**Metal 1**

Scale: 2 px per um. Supply wires on this layer in grey.
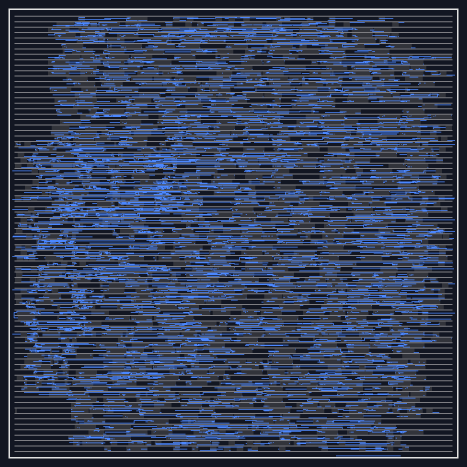
**The metal 2 layer**

Scale: 2 px per um.
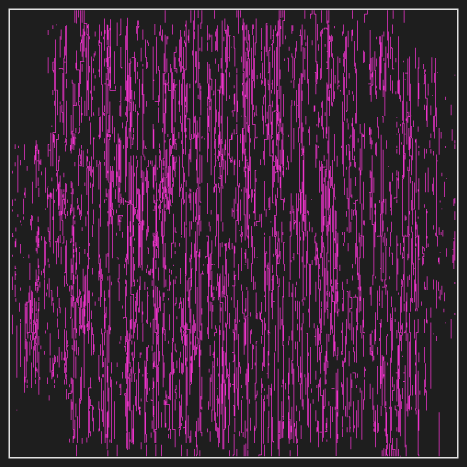
**The metal 3 layer**

Scale: 2 px per um.
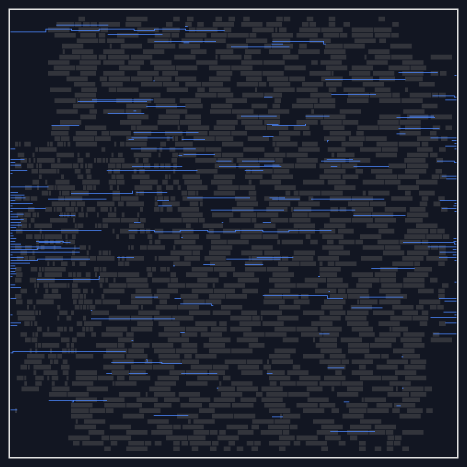
**Met4 routing**

Scale: 1.5 px per um. Supply wires on this layer in grey.
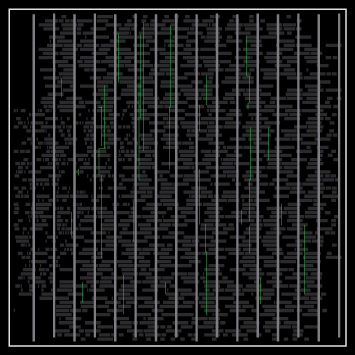
**Track usage over the die**

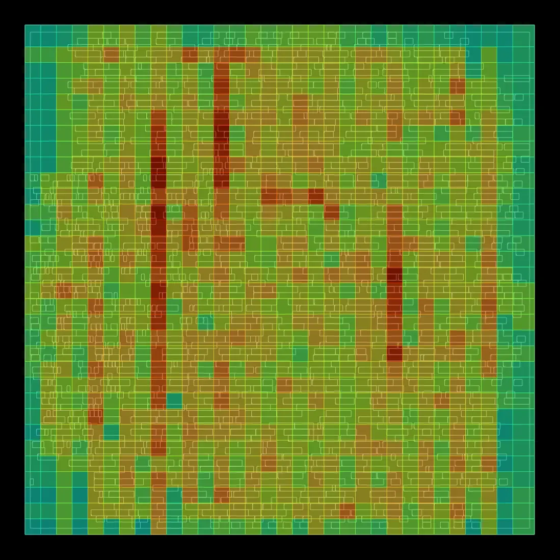
===== config.mk =====
export PLATFORM = sky130hd
export DESIGN_NAME = axi_wr_slave
export DESIGN_NICKNAME = d
export VERILOG_FILES = /design/src/rtl/axi_wr_slave.sv
export SDC_FILE = /design/constraint.sdc
export NUM_CORES = 1
export LEC_CHECK = 0
export CAP_MARGIN = 0
export CELL_PAD_IN_SITES_DETAIL_PLACEMENT = 0
export CELL_PAD_IN_SITES_GLOBAL_PLACEMENT = 1
export CORE_MARGIN = 2
export CORE_UTILIZATION = 47
export CTS_CLUSTER_DIAMETER = 60
export DETAILED_ROUTE_END_ITERATION = 16
export PLACE_DENSITY_LB_ADDON = 0.1
export RECOVER_POWER = 50
export SLEW_MARGIN = 20
export SYNTH_ARGS = -nofsm -noshare
export SYNTH_HDL_FRONTEND = slang
export SYNTH_SLANG_ARGS = --single-unit

===== constraint.sdc =====
create_clock -name ACLK -period 6.54 [get_ports ACLK]
set_input_delay 0.981 -clock ACLK [delete_from_list [all_inputs] [get_ports ACLK]]
set_output_delay 0.981 -clock ACLK [all_outputs]
set_load 0.02 [all_outputs]

===== src/rtl/axi_wr_slave.sv =====
// AXI write-channel responder: accepts one burst at a time, buffers each beat
// with its computed address in a FIFO that the I2C transmit engine drains.
module axi_wr_slave #(
  parameter int ADDR_WIDTH     = 32,
  parameter int WDATA_WIDTH    = 32,
  parameter int SIZE           = 3,
  parameter int BURST_SIZE     = 2,
  parameter int RESPONSE_WIDTH = 2,
  parameter int FIFO_DEPTH     = 8
) (
  input  logic                      ACLK,
  input  logic                      ARESETn,
  input  logic                      AWVALID,
  output logic                      AWREADY,
  input  logic [ADDR_WIDTH-1:0]     AWADDR,
  input  logic [SIZE-1:0]           AWSIZE,
  input  logic [BURST_SIZE-1:0]     AWBURST,
  input  logic                      WVALID,
  output logic                      WREADY,
  input  logic                      WLAST,
  input  logic [WDATA_WIDTH-1:0]    WADATA,
  output logic                      BVALID,
  input  logic                      BREADY,
  output logic [RESPONSE_WIDTH-1:0] BRESP,
  output logic                      tx_valid,
  input  logic                      tx_ready,
  output logic [ADDR_WIDTH-1:0]     tx_addr,
  output logic [WDATA_WIDTH-1:0]    tx_data,
  output logic                      tx_last,
  output logic                      busy
);

  localparam int PTR_W   = $clog2(FIFO_DEPTH);
  localparam int ENTRY_W = ADDR_WIDTH + WDATA_WIDTH + 1;

  typedef enum logic [1:0] {S_IDLE, S_DATA, S_RESP} state_t;

  state_t                  state_q, state_d;
  logic [ADDR_WIDTH-1:0]   cur_addr_q, cur_addr_d;
  logic [ADDR_WIDTH-1:0]   incr_q, incr_d;
  logic [BURST_SIZE-1:0]   burst_q, burst_d;
  logic                    err_q, err_d;
  logic [PTR_W-1:0]        wr_ptr_q, wr_ptr_d;
  logic [PTR_W-1:0]        rd_ptr_q, rd_ptr_d;
  logic [PTR_W:0]          count_q, count_d;
  logic [ENTRY_W-1:0]      mem_q [FIFO_DEPTH];

  logic                    aw_hs, w_hs, b_hs, push, pop, fifo_full;
  logic [ADDR_WIDTH-1:0]   aw_bytes;
  logic [ENTRY_W-1:0]      head;

  assign aw_bytes  = ADDR_WIDTH'(1) << AWSIZE;
  assign fifo_full = (count_q == (PTR_W+1)'(FIFO_DEPTH));
  assign aw_hs     = AWVALID & AWREADY;
  assign w_hs      = WVALID & WREADY;
  assign b_hs      = BVALID & BREADY;
  assign push      = w_hs & ~err_q;
  assign tx_valid  = (count_q != '0);
  assign pop       = tx_valid & tx_ready;

  always_ff @(posedge ACLK or negedge ARESETn) begin
    if (!ARESETn) begin
      state_q <= S_IDLE;
    end else begin
      state_q <= state_d;
    end
  end

  always_comb begin
    state_d = state_q;
    unique case (state_q)
      S_IDLE:  if (aw_hs)         state_d = S_DATA;
      S_DATA:  if (w_hs && WLAST) state_d = S_RESP;
      S_RESP:  if (b_hs)          state_d = S_IDLE;
      default:                    state_d = S_IDLE;
    endcase
  end

  // Handshake outputs depend on registered state and count only.
  always_comb begin
    AWREADY = 1'b0;
    WREADY  = 1'b0;
    BVALID  = 1'b0;
    BRESP   = '0;
    busy    = (state_q != S_IDLE);
    unique case (state_q)
      S_IDLE: AWREADY = 1'b1;
      S_DATA: WREADY  = err_q | ~fifo_full;
      S_RESP: begin
        BVALID = 1'b1;
        BRESP  = err_q ? RESPONSE_WIDTH'(2) : '0;
      end
      default: ;
    endcase
  end

  always_comb begin
    cur_addr_d = cur_addr_q;
    incr_d     = incr_q;
    burst_d    = burst_q;
    err_d      = err_q;
    if (aw_hs) begin
      cur_addr_d = AWADDR;
      incr_d     = aw_bytes;
      burst_d    = AWBURST;
      err_d      = (AWBURST >= BURST_SIZE'(2)) ||
                   (aw_bytes > ADDR_WIDTH'(WDATA_WIDTH / 8));
    end else if (w_hs && burst_q == BURST_SIZE'(1)) begin
      cur_addr_d = cur_addr_q + incr_q;
    end
  end

  always_comb begin
    wr_ptr_d = push ? wr_ptr_q + PTR_W'(1) : wr_ptr_q;
    rd_ptr_d = pop  ? rd_ptr_q + PTR_W'(1) : rd_ptr_q;
    count_d  = count_q;
    if (push && !pop) begin
      count_d = count_q + (PTR_W+1)'(1);
    end else if (pop && !push) begin
      count_d = count_q - (PTR_W+1)'(1);
    end
  end

  always_ff @(posedge ACLK or negedge ARESETn) begin
    if (!ARESETn) begin
      cur_addr_q <= '0;
      incr_q     <= '0;
      burst_q    <= '0;
      err_q      <= 1'b0;
      wr_ptr_q   <= '0;
      rd_ptr_q   <= '0;
      count_q    <= '0;
    end else begin
      cur_addr_q <= cur_addr_d;
      incr_q     <= incr_d;
      burst_q    <= burst_d;
      err_q      <= err_d;
      wr_ptr_q   <= wr_ptr_d;
      rd_ptr_q   <= rd_ptr_d;
      count_q    <= count_d;
    end
  end

  // Storage needs no reset: emptiness is tracked by count_q alone.
  always_ff @(posedge ACLK) begin
    if (push) begin
      mem_q[wr_ptr_q] <= {cur_addr_q, WADATA, WLAST};
    end
  end

  assign head    = mem_q[rd_ptr_q];
  assign tx_addr = head[ENTRY_W-1 -: ADDR_WIDTH];
  assign tx_data = head[WDATA_WIDTH:1];
  assign tx_last = head[0];

endmodule


==> impl_metrics.tcl <==
# collected from the flow reports
set metrics [dict create \
    setup-tns-final_ns 0 \
    yosys_cells 1098 \
    cts_setup_buffers 0 \
    grt_pass1_wl_um 71380 \
    final_max_slew_viol_count 144 \
    syn-num-nets 1189 \
    dr.first_iter.drc_count 663 \
    crit_required_ns 5.56 \
    violations "max-capacitance violations, max-slew violations" \
    numSynthFlops 575 \
    cts_buffers 59 \
    cp_slowest_cell "dfrtp_4" \
    final_nets 1366 \
    totalPowerFinal_uw 11830 \
    root_buffer "clkbuf_16" \
    fp_util_pct 47.51 \
    clk_pin_slew_ns 0.06 \
    maxCapViolCount 3 \
    status "finished with violations" \
    grt_overflow 0 \
    diodes 0 \
    cts.sinks 575 \
    hold_viol 0 \
    syn_area_per_cell_sq_um 20.61 \
    period_needed_ns 4.675 \
    cp-end-kind "output port" \
]
Notes on 'metal 1' above:
longest straight run: 63.9 um
nets with wire on the layer: 1270
share of all routed wire: 45%
main direction: horizontal
wire length on this layer: 21.3 mm
Vias: 10900
met1 Use GR: 27.64%
WL final: 46900 um

Notes on 'the metal 2 layer' above:
share of all routed wire: 48%
nets with wire on the layer: 1177
main direction: vertical
GR Util met2: 30.68%

Notes on 'the metal 3 layer' above:
longest straight run: 56.4 um
main direction: horizontal
wire length on this layer: 2350 um
nets with wire on the layer: 121
met3 Use GR: 3.319%

Notes on 'met4 routing' above:
longest straight run: 85.7 um
nets with wire on the layer: 9
main direction: vertical
wire length on this layer: 964 um
share of all routed wire: 2.1%

Notes on 'track usage over the die' above:
GR Util All Layers: 19.25%
fin util: 56.23%
Routed WL per cell: 24.19 um

[cell usage after synthesis, types with 4 or more instances]
library cell	instances
o21ai_0	18
nand2_1	47
nand2b_1	5
xnor2_1	22
o211ai_1	8
xor2_1	13
buf_1	6
nand3_1	5
mux2_2	69
clkbuf_1	35
inv_1	9
o21ai_1	5
mux4_2	130
nor3_1	11
o41ai_1	4
and3_1	5
ha_1	13
edfxtp_1	520
buf_2	11
dfrtp_1	55
a21oi_1	24
nor2_1	32
a21o_1	6
[placed cells by master, fill, tap and decap left out, types with 4 or more instances in the layout]
cell type        netlist  routed
clkbuf_16              0      61
a21o_1                 6       6
clkinv_2               0      12
and3_1                 5       5
mux4_2               130     130
dfrtp_1               55      52
xnor2_1               22      22
clkdlybuf4s50_1        0     111
o41ai_1                4       4
a21oi_1               24      24
nand2_1               47      46
buf_4                  1      17
dlygate4sd3_1          0      34
o211ai_1               8       8
o21ai_0               18      18
edfxtp_1             520     520
clkbuf_1              35      16
nor2_4                 0       6
nand2b_1               5       5
clkinv_1               0      15
nor3_1                11      10
o21ai_1                5       5
xor2_1                13      13
ha_1                  13      13
bufinv_16              0       6
inv_1                  9       9
nand3_1                5       5
nor2_1                32      26
mux2_2                69      69
[sequential cells by signal, indices dropped and copies added, names as in the netlist]
register / cells
count_q: 4
wr_ptr_q: 3
state_q: 2
cur_addr_q: 32
burst_q: 2
err_q: 1
incr_q: 8
rd_ptr_q: 3
mem_q: 520
[where the power goes]
group          switching, uW  internal, uW  leakage [uW]
Combinational           1620          1850       0.00247
Sequential               587          4490       0.00534
Clock                   1350          1930      0.000930
[kinds of logic (layout without fill, tap and decap cells)]
| family | Yosys count | count (layout) | share of synthesized area, % |
|---|---|---|---|
| XOR/XNOR | 35 | 35 | 1.354 |
| other | 1 | 1 | 0.01657 |
| AND/OR/NAND/NOR | 127 | 127 | 2.841 |
| adder cells (fa/ha/maj) | 15 | 15 | 0.8955 |
| flip-flops | 575 | 575 | 75.07 |
| multiplexers | 202 | 202 | 16.50 |
| buffers and inverters | 62 | 288 | 1.106 |
| AND-OR/OR-AND | 81 | 81 | 2.217 |
[worst paths after layout]
path,startpoint,to,slack (ns),cells past startpoint
min in group asynchronous,ARESETn,cur_addr_q[17],1.57,2
worst max-delay path,rd_ptr_q[0],tx_addr[23],1.86,4
worst min-delay path,burst_q[1],burst_q[1],0.48,2
max in group asynchronous,ARESETn,rd_ptr_q[2],2.66,2
worst max register to register,count_q[0],mem_q[3][26],3.17,7
worst min register to register,burst_q[1],burst_q[1],0.48,2
[metal layers]
metal | track usage, % | part of all wire (%) | wire length, um | up-vias
met5 | 0 | 0.034 | 16 | -
met4 | 5.505 | 2.1 | 963 | 2
met3 | 3.319 | 5.0 | 2348 | 67
met2 | 30.68 | 48 | 22280 | 258
met1 | 27.64 | 45 | 21290 | 5733
li1 | - | - | - | 4835
[final cells by class]
type	instances	area, sq um
repair buffers	169	1639
clock buffers	73	1572
flip-flops and latches	575	17000
well taps	615	769.5
inverters	9	33.78
clock inverters	37	329.1
fillers	3633	20860
multi-input cells	461	5445
Power and IR drop assume default switching activity.
